`src/rtl/operand_capture.sv`:
```
// operand_capture
// ---------------------------------------------------------------------------
// Operand entry stage for the decoded XOR datapath. One raw pushbutton is
// synchronized and debounced. Each clean press latches the 4-bit switch value
// into operand A, then into operand B, and then wraps back to A. `valid` tells
// the downstream stage when a complete A/B pair is present.
//
// Parameters
//   DEBOUNCE_CYCLES : consecutive cycles a key change must persist (2..2^CNT_W-1)
//   CNT_W           : debounce counter width
//
// Ports
//   CLOCK_50 : in   system clock, rising edge
//   resetn   : in   synchronous active-low reset
//   KEY_load : in   raw pushbutton, asynchronous, 0 = pressed
//   SW       : in   [3:0] operand value, sampled only on a press edge
//   a        : out  [3:0] operand A register
//   b        : out  [3:0] operand B register
//   valid    : out  A and B both captured for the current pair
//   sel      : out  [1:0] 00 = expecting A, 01 = expecting B, 10 = full
// ---------------------------------------------------------------------------
module operand_capture #(
  parameter int DEBOUNCE_CYCLES = 500000,
  parameter int CNT_W           = 19
) (
  input  logic       CLOCK_50,
  input  logic       resetn,
  input  logic       KEY_load,
  input  logic [3:0] SW,
  output logic [3:0] a,
  output logic [3:0] b,
  output logic       valid,
  output logic [1:0] sel
);

  localparam logic [CNT_W-1:0] CNT_MAX = CNT_W'(DEBOUNCE_CYCLES - 1);

  typedef enum logic [1:0] {
    EXP_A = 2'b00,
    EXP_B = 2'b01,
    FULL  = 2'b10
  } state_e;

  // -------------------------------------------------------------------------
  // Synchronizer and debouncer
  // -------------------------------------------------------------------------
  logic             sync1_q, sync2_q;
  logic             key_stable_q, key_stable_d;
  logic [CNT_W-1:0] cnt_q, cnt_d;
  logic             flip;   // stable value changes on this edge
  logic             press;

  always_comb begin
    key_stable_d = key_stable_q;
    cnt_d        = cnt_q;
    flip         = 1'b0;
    if (sync2_q == key_stable_q) begin
      // Any return to the stable level (bounce) restarts the count.
      cnt_d = '0;
    end else if (cnt_q == CNT_MAX) begin
      flip         = 1'b1;
      key_stable_d = sync2_q;
      cnt_d        = '0;
    end else begin
      cnt_d = cnt_q + CNT_W'(1);
    end
  end

  // Only the 1->0 transition of the debounced key is an event; releases are
  // consumed silently so one physical press yields exactly one capture.
  assign press = flip && key_stable_q;

  always_ff @(posedge CLOCK_50) begin
    if (!resetn) begin
      sync1_q      <= 1'b1;
      sync2_q      <= 1'b1;
      key_stable_q <= 1'b1;
      cnt_q        <= '0;
    end else begin
      sync1_q      <= KEY_load;
      sync2_q      <= sync1_q;
      key_stable_q <= key_stable_d;
      cnt_q        <= cnt_d;
    end
  end

  // -------------------------------------------------------------------------
  // Capture FSM
  // -------------------------------------------------------------------------
  state_e     state_q, state_d;
  logic [3:0] a_q, a_d;
  logic [3:0] b_q, b_d;
  logic       valid_q, valid_d;

  always_comb begin
    state_d = state_q;
    a_d     = a_q;
    b_d     = b_q;
    valid_d = valid_q;
    case (state_q)
      EXP_A: if (press) begin
        a_d     = SW;
        state_d = EXP_B;
      end
      EXP_B: if (press) begin
        b_d     = SW;
        valid_d = 1'b1;
        state_d = FULL;
      end
      FULL: if (press) begin
        // Start a new pair; old B stays visible until overwritten.
        a_d     = SW;
        valid_d = 1'b0;
        state_d = EXP_B;
      end
      default: state_d = EXP_A;  // unused encoding 11 recovers to EXP_A
    endcase
  end

  always_ff @(posedge CLOCK_50) begin
    if (!resetn) begin
      state_q <= EXP_A;
      a_q     <= '0;
      b_q     <= '0;
      valid_q <= 1'b0;
    end else begin
      state_q <= state_d;
      a_q     <= a_d;
      b_q     <= b_d;
      valid_q <= valid_d;
    end
  end

  assign a     = a_q;
  assign b     = b_q;
  assign valid = valid_q;
  assign sel   = state_q;

endmodule

```
`config.mk`:
```
export PLATFORM = sky130hd
export DESIGN_NAME = operand_capture
export DESIGN_NICKNAME = d
export VERILOG_FILES = /design/src/rtl/operand_capture.sv
export SDC_FILE = /design/constraint.sdc
export NUM_CORES = 1
export LEC_CHECK = 0
export ABC_AREA = 1
export CAP_MARGIN = 20
export CORE_MARGIN = 2
export CORE_UTILIZATION = 25
export CTS_BUF_LIST = sky130_fd_sc_hd__clkbuf_8
export DETAILED_ROUTE_END_ITERATION = 6
export PLACE_DENSITY = 0.45
export SYNTH_ARGS = -nofsm -noshare
export SYNTH_HDL_FRONTEND = slang
export SYNTH_SLANG_ARGS = --single-unit
```
`constraint.sdc`:
```
create_clock -name CLOCK_50 -period 1.75 [get_ports CLOCK_50]
set_input_delay 0.525 -clock CLOCK_50 [delete_from_list [all_inputs] [get_ports CLOCK_50]]
set_output_delay 0.525 -clock CLOCK_50 [all_outputs]
set_load 0.05 [all_outputs]
```
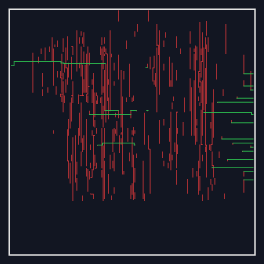
run_1/wires.png
Drawn at 3 px/um. Only two layers are drawn.
[red] metal 2 | wire length: 1,540 um
[green] metal 3 | wire length: 166 um
via count: 1,343
All-Layer GR Usage: 10.5%
Wirelength per Cell: 10.4 um

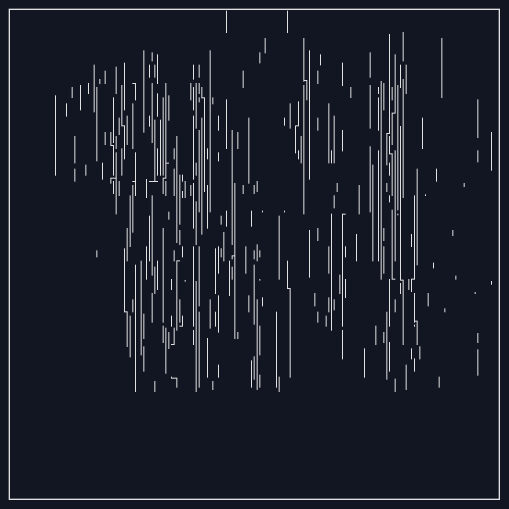
run_1/layer_met2.png
Drawn at 6 px/um.
wire length on this layer: 1,540 um
share of all routed wire: 47%
nets with wire on the layer: 190
DRT Wirelength: 3290 um
met2 layer usage reported by global route: 17.1%

==> out/results.txt, run 1 <==
nets -> 249
hpwl dp -> 2290 um
CTS tree -> yes
combinational share of cell area -> 39.0%
Reg clk slew, reported paths -> 0.07 ns
wire length on met2 -> 1540 um
number of flip-flops in the largest register -> 19
Placed Area -> 1880 um^2
num tapcells -> 75
OpenROAD warning count -> 26
beginning of the critical path -> cnt_q[0]
Seq group -> 0.754 mW
min Tclk post-route -> 1.60 ns
Die Height -> 81.4 um
Fin Hold WS -> 0.414 ns
TritonCTS buffer count -> 5
Synth Seq Share -> 44.1%
combinational power -> 0.0363 mW
Max Fanout on Critical Path -> 6
outcome -> completed
Area growth syn-to-layout -> 37.5%
PwrDens -> 692 nW/um^2
chip area line of the yosys report -> 1500 um^2
Post-CTS Hold Buffers -> 0
Worst-Margin Slew -> 0.426 ns
Inserted Diodes -> 0
gr busiest metal -> met2
gp weighted congestion -> 0.749
Num Clock Sinks -> 33
Yosys top cell by area -> dfxtp_1
Die X -> 81.4 um
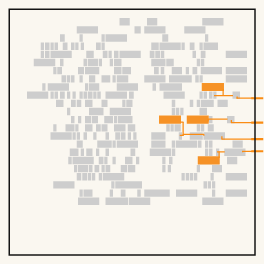
run_1/io_fan.png
Drawn at 3 px/um.
[orange] b | direction: output | edge: east | end cells: 4 | buffers: 4 | wire: 62.7 um
port bufs: 17
io pins: 18

==> inputs of run 2 (changes only) <==
- MAX_ROUTING_LAYER: unset -> met4
- PLACE_DENSITY: 0.45 -> 0.47
- clock period: 1.75 -> 1.3 ns (I/O delays scaled with it)
==> out/results.txt, run 2 <==
Final Util -> 44.1%
Synth Seq Share -> 44.1%
Die X -> 81.4 um
MUX share of area -> 0%
CTS tree -> yes
Area growth syn-to-layout -> 72.0%
Die Height -> 81.4 um
Reg clk slew, reported paths -> 0.07 ns
Seq group -> 1.01 mW
beginning of the critical path -> cnt_q[1]
Final setup viols -> 20
Placed Area -> 2160 um^2
hpwl dp -> 2490 um
Max Fanout on Critical Path -> 5
crit end category -> register
failing checks -> negative setup slack
min Tclk post-route -> 1.50 ns
io pins -> 18
combinational share of cell area -> 36.4%
Worst-Margin Slew -> 0.443 ns
num tapcells -> 75
Num Clock Sinks -> 33
wire length on met2 -> 1840 um
Inserted Diodes -> 0
number of flip-flops in the largest register -> 19
Pre-antenna DRT Iters -> 4
gr busiest metal -> met2
outcome -> finished with violations
gp weighted congestion -> 0.812
post-synthesis xor/xnor area fraction -> 2.92%
power share of the sequential group -> 48.6%
cell area after layout -> 2580 um^2
OpenROAD warning count -> 29
Yosys top cell by area -> dfxtp_1
nets -> 285
PnR worst setup slack -> -0.204 ns
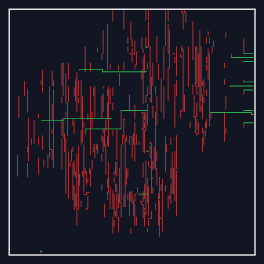
run_2/wires.png
Drawn at 3 px/um. Only two layers are drawn.
[red] metal 2 | wire length: 1,840 um
[green] metal 3 | wire length: 120 um
Wirelength per Cell: 10.7 um
DRT Wirelength: 3790 um
All-Layer GR Usage: 12.6%

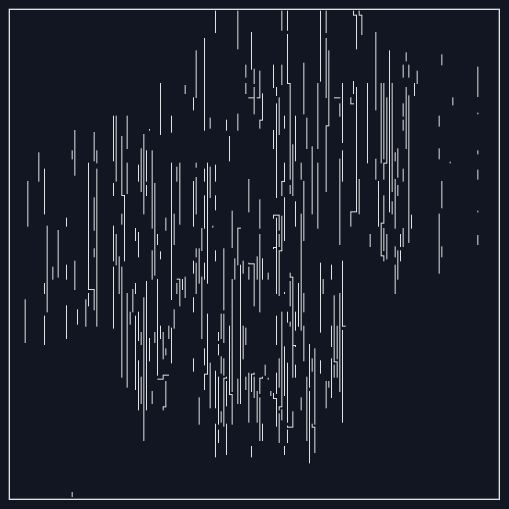
run_2/layer_met2.png
Drawn at 6 px/um.
via count: 1,513
met2 layer usage reported by global route: 19.9%

==> inputs of run 3 (changes only) <==
- ABC_CLOCK_PERIOD_IN_PS: unset -> 1300
- CAP_MARGIN: 20 -> 25
==> out/results.txt, run 3 <==
port bufs -> 17
hpwl dp -> 2490 um
min Tclk post-route -> 1.50 ns
unrepaired setup endpoints after global routing -> true
Synth Seq Share -> 44.1%
Seq group -> 1.01 mW
Iteration-0 DRC Markers -> 99
number of flip-flops in the largest register -> 19
Inserted Diodes -> 0
Placed Area -> 2160 um^2
met2 layer usage reported by global route -> 19.9%
chip area line of the yosys report -> 1500 um^2
CTS tree -> yes
io pins -> 18
PnR worst setup slack -> -0.204 ns
Final setup viols -> 20
wire length on met2 -> 1840 um
Post-CTS Hold Buffers -> 0
combinational share of cell area -> 36.4%
Num Clock Sinks -> 33
R2R cell count -> 11
Yosys top cell by area -> dfxtp_1
worst endpoint data arrival time -> 1.73 ns
DRT Wirelength -> 3790 um
nets -> 285
Fin Hold WS -> 0.404 ns
Final Util -> 44.1%
PwrDens -> 809 nW/um^2
beginning of the critical path -> cnt_q[1]
OpenROAD warning count -> 29
cell area after layout -> 2580 um^2
All-Layer GR Usage -> 12.6%
Wirelength per Cell -> 10.7 um
Reg clk slew, reported paths -> 0.07 ns
Max Fanout on Critical Path -> 5
crit end category -> register
Pre-antenna DRT Iters -> 4
via count -> 1,513
gr busiest metal -> met2
gp weighted congestion -> 0.812
MUX share of area -> 0%
failing checks -> negative setup slack
Worst-Margin Slew -> 0.443 ns
outcome -> finished with violations
combinational power -> 0.0576 mW
Worst Path Buf+Inv -> 3
power share of the sequential group -> 48.6%
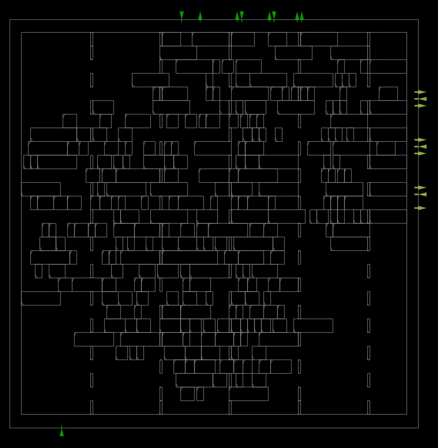
run_3/placement.png
registers: 33
num tapcells: 75
Rows: 28

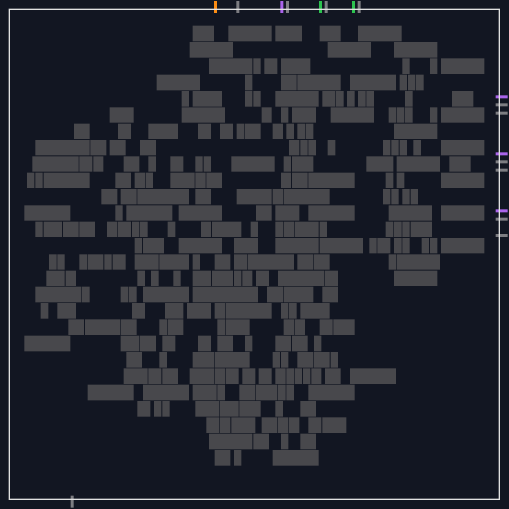
run_3/io_placement.png
Drawn at 6 px/um. Pins as bars across the die edge, other pins in grey.
[green] sel | pins: 2 | direction: output | edge: north
[orange] KEY_load | pins: 1 | direction: input | edge: north
[purple] b | pins: 4 | direction: output | edge: 3 east, 1 north
Die Height: 81.4 um
Die X: 81.4 um

Power is estimated from default activity; no workload was simulated.
